<file path="src/rtl/ic_fill_ctrl.sv">
// I-cache line refill engine: fetches a 4x16-bit line critical-word-first,
// forwards the critical word, then writes data and tag RAMs in one strobe.
module ic_fill_ctrl #(
    parameter int ADDR_W = 24,
    parameter int LINE_W = 8,
    parameter int WAY_W  = 2
) (
    input  logic                       clk,
    input  logic                       rst_n,
    input  logic                       miss_valid,
    output logic                       miss_ready,
    input  logic [ADDR_W-1:0]          miss_addr,
    input  logic [WAY_W-1:0]           miss_way,
    output logic                       mem_req_valid,
    input  logic                       mem_req_ready,
    output logic [ADDR_W-1:0]          mem_req_addr,
    input  logic                       mem_rsp_valid,
    input  logic [15:0]                mem_rsp_data,
    output logic                       crit_valid,
    output logic [15:0]                crit_data,
    output logic                       fill_en,
    output logic [LINE_W-1:0]          fill_line,
    output logic [WAY_W-1:0]           fill_way,
    output logic [63:0]                fill_data,
    output logic                       tag_wr_en,
    output logic [ADDR_W-LINE_W-3:0]   tag_wr_tag,
    output logic                       busy
);
    typedef enum logic [1:0] {IDLE, REQ, WAIT, WRITE} state_t;

    typedef struct packed {
        logic [ADDR_W-3:0] base;
        logic [1:0]        w0;
        logic [WAY_W-1:0]  way;
    } miss_t;

    state_t            state, state_nxt;
    miss_t             miss_q;
    logic [2:0]        iss_cnt, rsp_cnt;
    logic [3:0][15:0]  line_q, line_nxt;
    logic              req_fire, rsp_fire, last_rsp;
    logic [1:0]        rsp_slot;

    assign req_fire = mem_req_valid & mem_req_ready;
    // Responses outside REQ/WAIT or past the fourth are dropped.
    assign rsp_fire = mem_rsp_valid & ((state == REQ) | (state == WAIT)) & ~rsp_cnt[2];
    assign last_rsp = rsp_fire & (rsp_cnt == 3'd3);
    assign rsp_slot = miss_q.w0 + rsp_cnt[1:0];

    always_ff @(posedge clk or negedge rst_n) begin
        if (!rst_n) state <= IDLE;
        else        state <= state_nxt;
    end

    always_comb begin
        state_nxt = state;
        case (state)
            IDLE:  if (miss_valid) state_nxt = REQ;
            REQ:   if (req_fire && iss_cnt == 3'd3)
                       state_nxt = (rsp_cnt[2] || last_rsp) ? WRITE : WAIT;
            WAIT:  if (last_rsp) state_nxt = WRITE;
            WRITE: state_nxt = IDLE;
            default: state_nxt = IDLE;
        endcase
    end

    always_comb begin
        miss_ready    = (state == IDLE);
        mem_req_valid = (state == REQ);
        busy          = (state != IDLE);
        fill_en       = (state == WRITE);
        tag_wr_en     = (state == WRITE);
        mem_req_addr  = {miss_q.base, miss_q.w0 + iss_cnt[1:0]};
    end

    always_comb begin
        line_nxt = line_q;
        if (rsp_fire) line_nxt[rsp_slot] = mem_rsp_data;
    end

    always_ff @(posedge clk or negedge rst_n) begin
        if (!rst_n) begin
            miss_q     <= '0;
            iss_cnt    <= '0;
            rsp_cnt    <= '0;
            line_q     <= '0;
            crit_valid <= 1'b0;
            crit_data  <= '0;
            fill_line  <= '0;
            fill_way   <= '0;
            fill_data  <= '0;
            tag_wr_tag <= '0;
        end else begin
            if (state == IDLE && miss_valid) begin
                miss_q  <= {miss_addr[ADDR_W-1:2], miss_addr[1:0], miss_way};
                iss_cnt <= '0;
                rsp_cnt <= '0;
            end
            if (req_fire) iss_cnt <= iss_cnt + 3'd1;
            if (rsp_fire) begin
                rsp_cnt <= rsp_cnt + 3'd1;
                line_q  <= line_nxt;
            end
            crit_valid <= rsp_fire && (rsp_cnt == 3'd0);
            if (rsp_fire && rsp_cnt == 3'd0) crit_data <= mem_rsp_data;
            // Fill outputs are captured on entry to WRITE and held afterwards.
            if (state_nxt == WRITE) begin
                fill_data  <= line_nxt;
                fill_line  <= miss_q.base[LINE_W-1:0];
                fill_way   <= miss_q.way;
                tag_wr_tag <= miss_q.base[ADDR_W-3:LINE_W];
            end
        end
    end
endmodule

</file>
<file path="config.mk">
export PLATFORM = sky130hd
export DESIGN_NAME = ic_fill_ctrl
export DESIGN_NICKNAME = d
export VERILOG_FILES = /design/src/rtl/ic_fill_ctrl.sv
export SDC_FILE = /design/constraint.sdc
export NUM_CORES = 1
export LEC_CHECK = 0
export ABC_AREA = 1
export CAP_MARGIN = 30
export CORE_UTILIZATION = 46
export CTS_CLUSTER_SIZE = 40
export DETAILED_ROUTE_END_ITERATION = 10
export PLACE_DENSITY = 0.73
export SLEW_MARGIN = 15
export SYNTH_ARGS = -nofsm -noshare
export SYNTH_HDL_FRONTEND = slang
export SYNTH_SLANG_ARGS = --single-unit
</file>
<file path="constraint.sdc">
create_clock -name clk -period 1.8 [get_ports clk]
set_input_delay 0.27 -clock clk [delete_from_list [all_inputs] [get_ports clk]]
set_output_delay 0.27 -clock clk [all_outputs]
set_load 0.05 [all_outputs]
</file>
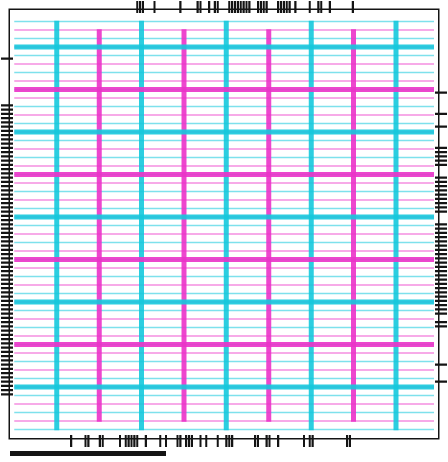
Fig. 1. Floorplan with the power grid (run 1).
Scale bar: 50 microns. Pins as bars on the die edge.
cyan -> VSS
magenta -> VDD
signal pins = 181
met5 straps = 9
rows = 48
met1 rails = 49
met4 straps = 9

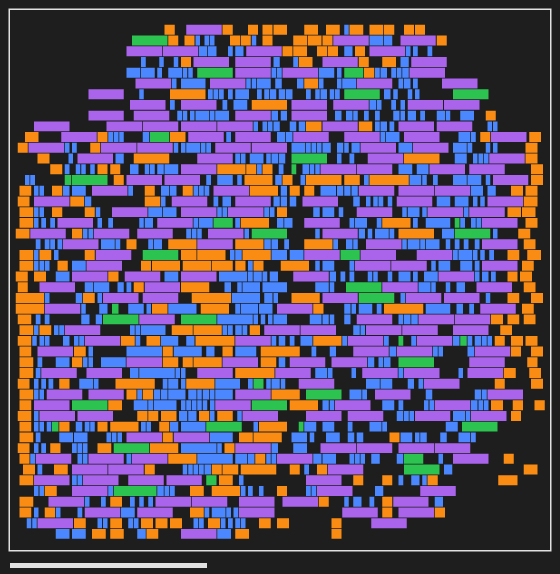
Fig. 2. Cell classes on the final placement (run 1).
Scale bar: 50 microns.
green -> clock drivers and dummy loads  # cells 37, share of their area 5.6%
orange -> remaining buffers and delay cells  # cells 255, share of their area 23%
purple -> sequential cells  # cells 203, share of their area 42%
blue -> combinational and other logic  # cells 625, share of their area 29%

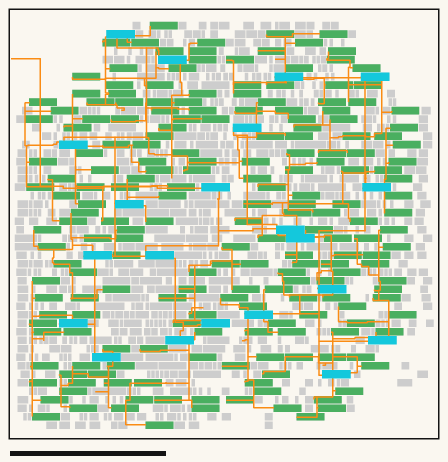
Fig. 3. Routed clock nets over the placement (run 1).
Scale bar: 50 microns.
green -> flip-flops  # count 203
cyan -> clock drivers  # count 21
orange -> clock wires  # length 2450 microns
routed clock nets = 22
flops lie = widely spread

==> Changelog: implementation, run 1 <==
### Metrics

- Async set-reset flop share out of synthesis: 100.0%
- Setup ws final: -271.1 ps
- Crit-path cells: buf_6 -> ha_4 -> ha_4 -> nand3_4 -> nor2_2 -> nand2_1 -> nand2_1 -> nand2_1 -> nand2_2 -> nand2_8 -> buf_6 -> buf_12 -> buf_12 -> nand3_2 -> nand2_1
- Comb power frac: 3.0%
- M1 WL: 10480 microns
- Clock power frac: 46.9%
- IO Port Bufs: 180
- Post-synth EDFFs: 0
- Most numerous logic cell after layout: nand2_1
- Synthesized cell area: 8377 sq um
- Final Cell Area: 12300 sq um
- RSZ-0062 raised after global routing: yes
- Final GP Congestion: 0.8312
- Die ar.: 18750 sq um
- Post-route setup TNS: -19840 ps
- Syn nets: 957
- Cts repair resizes: 101
- Flop area: 5080 sq um
- CTS tree: yes
- Final tally of setup violations: 90
- Worst slew margin: 57.82%
- Clock-pin slew on the worst setup and hold paths: 60 ps
- Root buf cell: clkbuf_16
- 1st-iter DRT viols: 524
- # diodes: 0
- Top comb family, area: simple AND/OR/NAND/NOR gates
- Area share of and-or/or-and cells after synthesis: 4.735%
- # fillers: 1303
- Total leakage power: 6.623 nW
- Synth Area in Simple Gates: 26.23%
- Post-synth top cells: nand2_1, dfrtp_1, nand3_1, o21ai_2, inv_1
- Buf+Inv Stages, Crit Path: 4
- GRT overflow: 0
- Run status: finished, violations left
- Number of cells in Yosys stat: 899
- Most numerous cell in the Yosys netlist: nand2_1
- H-tree depth: 1
- Most numerous logic cells after layout: nand2_1, dfrtp_1, buf_4
- I/O pin count: 181
- Synth Seq Share: 60.64%
- CP Max Fanout: 8
- Internal reg-to-reg setup slack: -270 ps
- Endpoint class of the critical path: flop
- Non-Filler Instances: 1345
- WL met3: 2051 microns
- Violated checks: setup timing
- Reg2reg end: fill_line[2]
- Vias per cell: 5.308
- Inverters: 31
- Met3 usage: 5.556%
- Power density cells: 741.7 nW/um^2
- Net Sw Frac: 21.37%
- Synth flops: 203
- Sequential power: 4.56 mW
- Setup WS pre-CTS: -75.67 ps
- CP endpoint: fill_line[2]
Fig. 4: run 1, wiring by layer
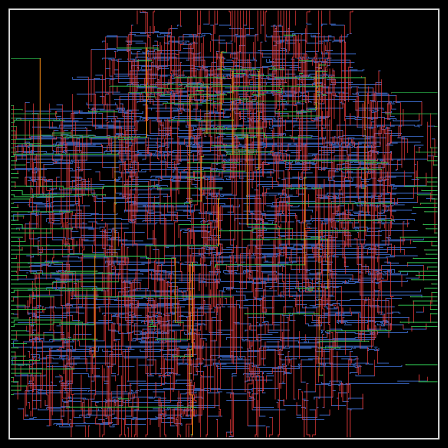

==> run 1 -> run 2 <==
--- a/config.mk
+++ b/config.mk
@@ -10,6 +10,7 @@
 export CORE_UTILIZATION = 46
 export CTS_CLUSTER_SIZE = 40
 export DETAILED_ROUTE_END_ITERATION = 10
+export GPL_TIMING_DRIVEN = 0
 export PLACE_DENSITY = 0.73
 export SLEW_MARGIN = 15
 export SYNTH_ARGS = -nofsm -noshare
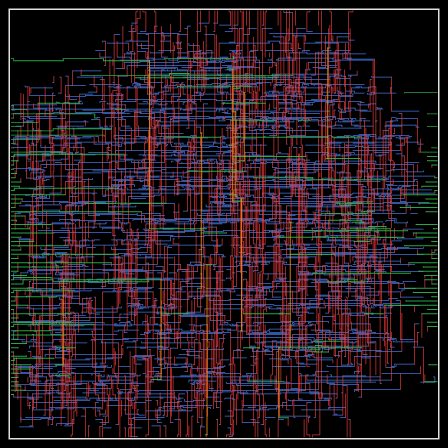
Fig. 5. Wiring by layer (run 2).
red -> metal 2  # wire length 11400 microns
blue -> metal 1  # wire length 10200 microns
orange -> metal 4  # wire length 448 microns
green -> metal 3  # wire length 1750 microns

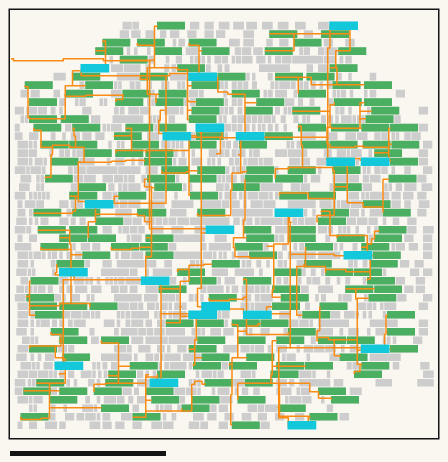
Fig. 6. Routed clock nets over the placement (run 2).
Scale bar: 50 microns.
green -> flip-flops  # count 203
orange -> clock wires  # length 2440 microns
cyan -> clock drivers  # count 21
routed clock nets = 22
flops lie = widely spread

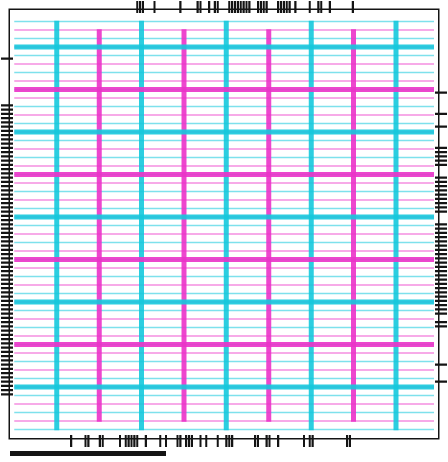
Fig. 7. Floorplan with the power grid (run 2).
Scale bar: 50 microns. Pins as bars on the die edge.
cyan -> VSS
magenta -> VDD
met4 straps = 9
signal pins = 181
met5 straps = 9
met1 rails = 49
rows = 48

==> run 2 against run 1 <==
Effect of this change: the flow still finishes with violations (setup timing); routed wire length down 5.5%; total power fell by 2.6%; flip-flop count stayed put; count of clock-buffer cells in the layout shrank 2; via count fell by 1.5%; die size did not move; highest routed layer unchanged.
==> Changelog: implementation, run 2 <==
### Metrics

- Run status: finished, violations left
- Violated checks: setup timing
- Post-synth EDFFs: 0 (unchanged)
- Synth Seq Share: 60.64% (unchanged)
- First-pass GRT wire length: 37620 microns
- RSZ-0062 raised after global routing: yes
- TAP cells: 225
- Top cells by area: dfrtp_1, nand2_1, nand3_1
- Most numerous cell in the Yosys netlist: nand2_1
- Power density cells: 709.1 nW/um^2 (-4.4%)
- H-tree depth: 1 (unchanged)
- Reg2reg end: fill_data[2]
- Most numerous logic cells after layout: nand2_1, dfrtp_1, dlygate4sd2_1
- Sequential power: 4.56 mW (about the same)
- Final Hold Viols: 0
- Setup WS pre-CTS: -433.4 ps (-357.8 ps)
- Setup ws final: -246.0 ps (+25.19 ps)
- Total leakage power: 6.898 nW (+4.1%)
- Largest net degree at the start of global routing: 104
- Flop area: 5081 sq um (about the same)
- CTS tree: yes
- Clock power frac: 45.8% (-1.1 points)
- Adder share: 1.643%
- Crit-path cells: ha_2 -> ha_4 -> nand3_4 -> nor2_2 -> nand2_1 -> nand2_1 -> nand2_1 -> nand2_2 -> nand2_4 -> buf_12 -> nand2_8 -> buf_12 -> buf_12 -> nand2_2 -> nand2_1
- Buf+Inv Stages, Crit Path: 3 (-1)
- Area share of and-or/or-and cells after synthesis: 4.735% (unchanged)
- Synth flops: 203 (unchanged)
- Final clock-cell share: 5.090%
- Net Sw Frac: 21.91% (+0.54 points)
- Vias per cell: 5.067 (-4.5%)
- Inverters: 31 (unchanged)
- Comb. pwr: 254 uW
- Clock sink total: 203
- # fillers: 1267 (-2.8%)
- Synth Area in Simple Gates: 26.23% (unchanged)
- Worst slew margin: 48.78% (-9.0 points)
- IO Port Bufs: 180 (unchanged)
- Clock-pin slew on the worst setup and hold paths: 60 ps (about the same)
- Met3 usage: 6.444% (+0.89 points)
- 1st-iter DRT viols: 389 (-26%)
- Root buf cell: clkbuf_16
- I/O pin count: 181 (unchanged)
- Synthesized cell area: 8377 sq um (unchanged)
- Number of cells in Yosys stat: 899 (unchanged)
- Final GP Congestion: 0.8028 (-3.4%)
- Final Cell Area: 12540 sq um (+1.9%)
- CP endpoint: fill_data[2]
- Most numerous logic cell after layout: nand2_1
- M1 WL: 10240 microns (-2.2%)
- Hold crit path type: primary input to flop
- Worst-margin pin slew: 768.3 ps
- Comb power frac: 2.9% (about the same)
- Post-route setup TNS: -17810 ps (+2024 ps)
- Post-synth top cells: nand2_1, dfrtp_1, nand3_1, o21ai_2, inv_1
- Die ar.: 18750 sq um (unchanged)
- Final tally of setup violations: 89 (-1.1%)
- # diodes: 0 (unchanged)
- Worst hold path depth: 3
- Cts repair resizes: 361 (+260%)
- Syn nets: 957 (unchanged)
- GRT overflow: 0 (unchanged)
- Top comb family, area: simple AND/OR/NAND/NOR gates
- CP Max Fanout: 6 (-2)
- WL met3: 1752 microns (-15%)
- Non-Filler Instances: 1388 (+3.2%)
Fig. 8: run 2, routing congestion map
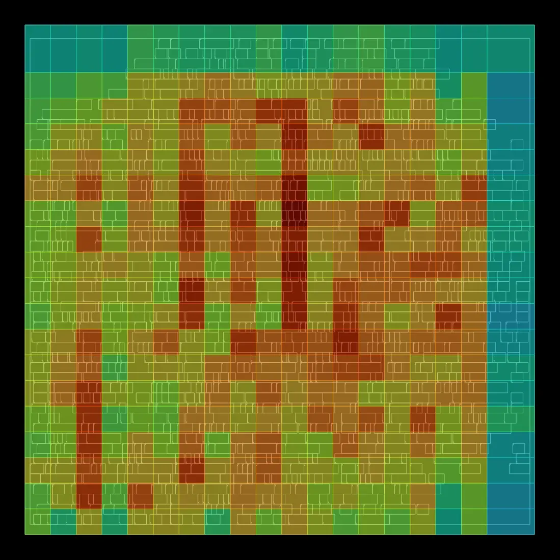

==> run 2 -> run 3 <==
--- a/config.mk
+++ b/config.mk
@@ -7,6 +7,7 @@
 export LEC_CHECK = 0
 export ABC_AREA = 1
 export CAP_MARGIN = 30
+export CORE_MARGIN = 8
 export CORE_UTILIZATION = 46
 export CTS_CLUSTER_SIZE = 40
 export DETAILED_ROUTE_END_ITERATION = 10
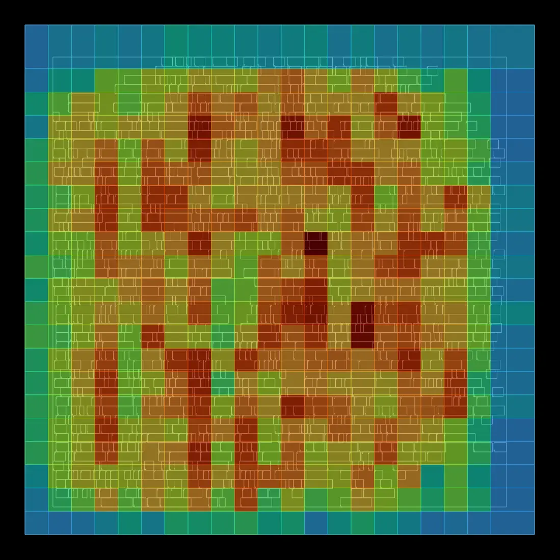
Fig. 9. Routing congestion map (run 3).
met3 usage: 6.633%
GRT Util Overall: 23.18%
Core Util, Final: 72.68%

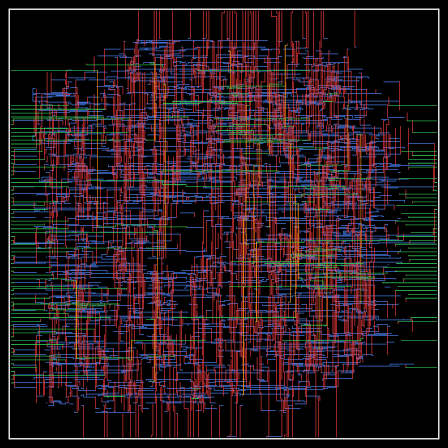
Fig. 10. Wiring by layer (run 3).
orange -> metal 4  # wire length 790 microns
green -> metal 3  # wire length 2580 microns
blue -> metal 1  # wire length 10500 microns
red -> metal 2  # wire length 13200 microns

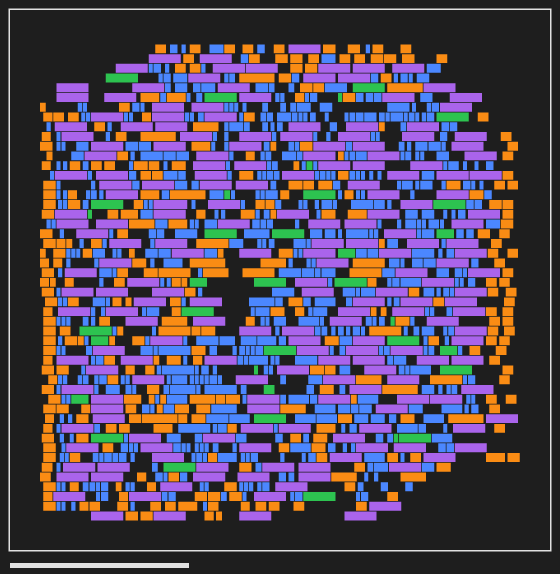
Fig. 11. Cell classes on the final placement (run 3).
Scale bar: 50 microns.
orange -> remaining buffers and delay cells  # cells 309, share of their area 25%
green -> clock drivers and dummy loads  # cells 35, share of their area 5.1%
purple -> sequential cells  # cells 203, share of their area 40%
blue -> combinational and other logic  # cells 624, share of their area 30%

==> run 3 against run 2 <==
Effect of this change: the run still ends with setup timing left; sequential power hardly changed; count of clock-buffer cells in the layout up 4; die size rose by 21%; total power up 0.78%; core utilization up 1.2 points; clock skew is essentially flat; first-iteration DRC count up 18%.
==> Changelog: implementation, run 3 <==
### Metrics

- Run status: finished, violations left
- Violated checks: setup timing
- Syn nets: 957 (unchanged)
- Reg2reg end: fill_data[52]
- TAP cells: 229 (+1.8%)
- IO Port Bufs: 180 (unchanged)
- First-pass GRT wire length: 41700 microns (+11%)
- Clock power frac: 46.1% (+0.3 points)
- Final tally of setup violations: 90 (+1.1%)
- Final clock-cell share: 4.962% (-0.13 points)
- Top comb family, area: simple AND/OR/NAND/NOR gates
- RSZ-0062 raised after global routing: yes
- Comb power frac: 3.0% (about the same)
- Clock sink total: 203 (unchanged)
- WL met3: 2582 microns (+47%)
- Largest net degree at the start of global routing: 108 (+3.8%)
- M1 WL: 10530 microns (+2.8%)
- Worst hold path depth: 3 (unchanged)
- Top cells by area: dfrtp_1, nand2_1, nand3_1
- Worst slew margin: 50.42% (+1.6 points)
- CTS tree: yes
- GRT overflow: 0 (unchanged)
- Final Hold Viols: 0 (unchanged)
- # fillers: 1259 (-0.63%)
- Non-Filler Instances: 1400 (+0.86%)
- Area share of and-or/or-and cells after synthesis: 4.735% (unchanged)
- Number of cells in Yosys stat: 899 (unchanged)
- Most numerous logic cell after layout: nand2_1
- CP endpoint: fill_data[52]
- 1st-iter DRT viols: 458 (+18%)
- Setup ws final: -186.1 ps (+59.88 ps)
- Flop area: 5081 sq um (unchanged)
- Synthesized cell area: 8377 sq um (unchanged)
- Post-route setup TNS: -12620 ps (+5191 ps)
- Net Sw Frac: 21.34% (-0.58 points)
- Buf+Inv Stages, Crit Path: 4 (+1)
- Most numerous logic cells after layout: nand2_1, dfrtp_1, dlygate4sd2_1
- Hold crit path type: primary input to flop
- Inverters: 31 (unchanged)
- Final Cell Area: 13010 sq um (+3.8%)
- Post-synth top cells: nand2_1, dfrtp_1, nand3_1, o21ai_2, inv_1
- Vias per cell: 5.210 (+2.8%)
- Worst-margin pin slew: 743.7 ps (-24.53 ps)
- Most numerous cell in the Yosys netlist: nand2_1
- Power density cells: 688.6 nW/um^2 (-2.9%)
No activity file was given, so power comes from the tool's default toggle rates.
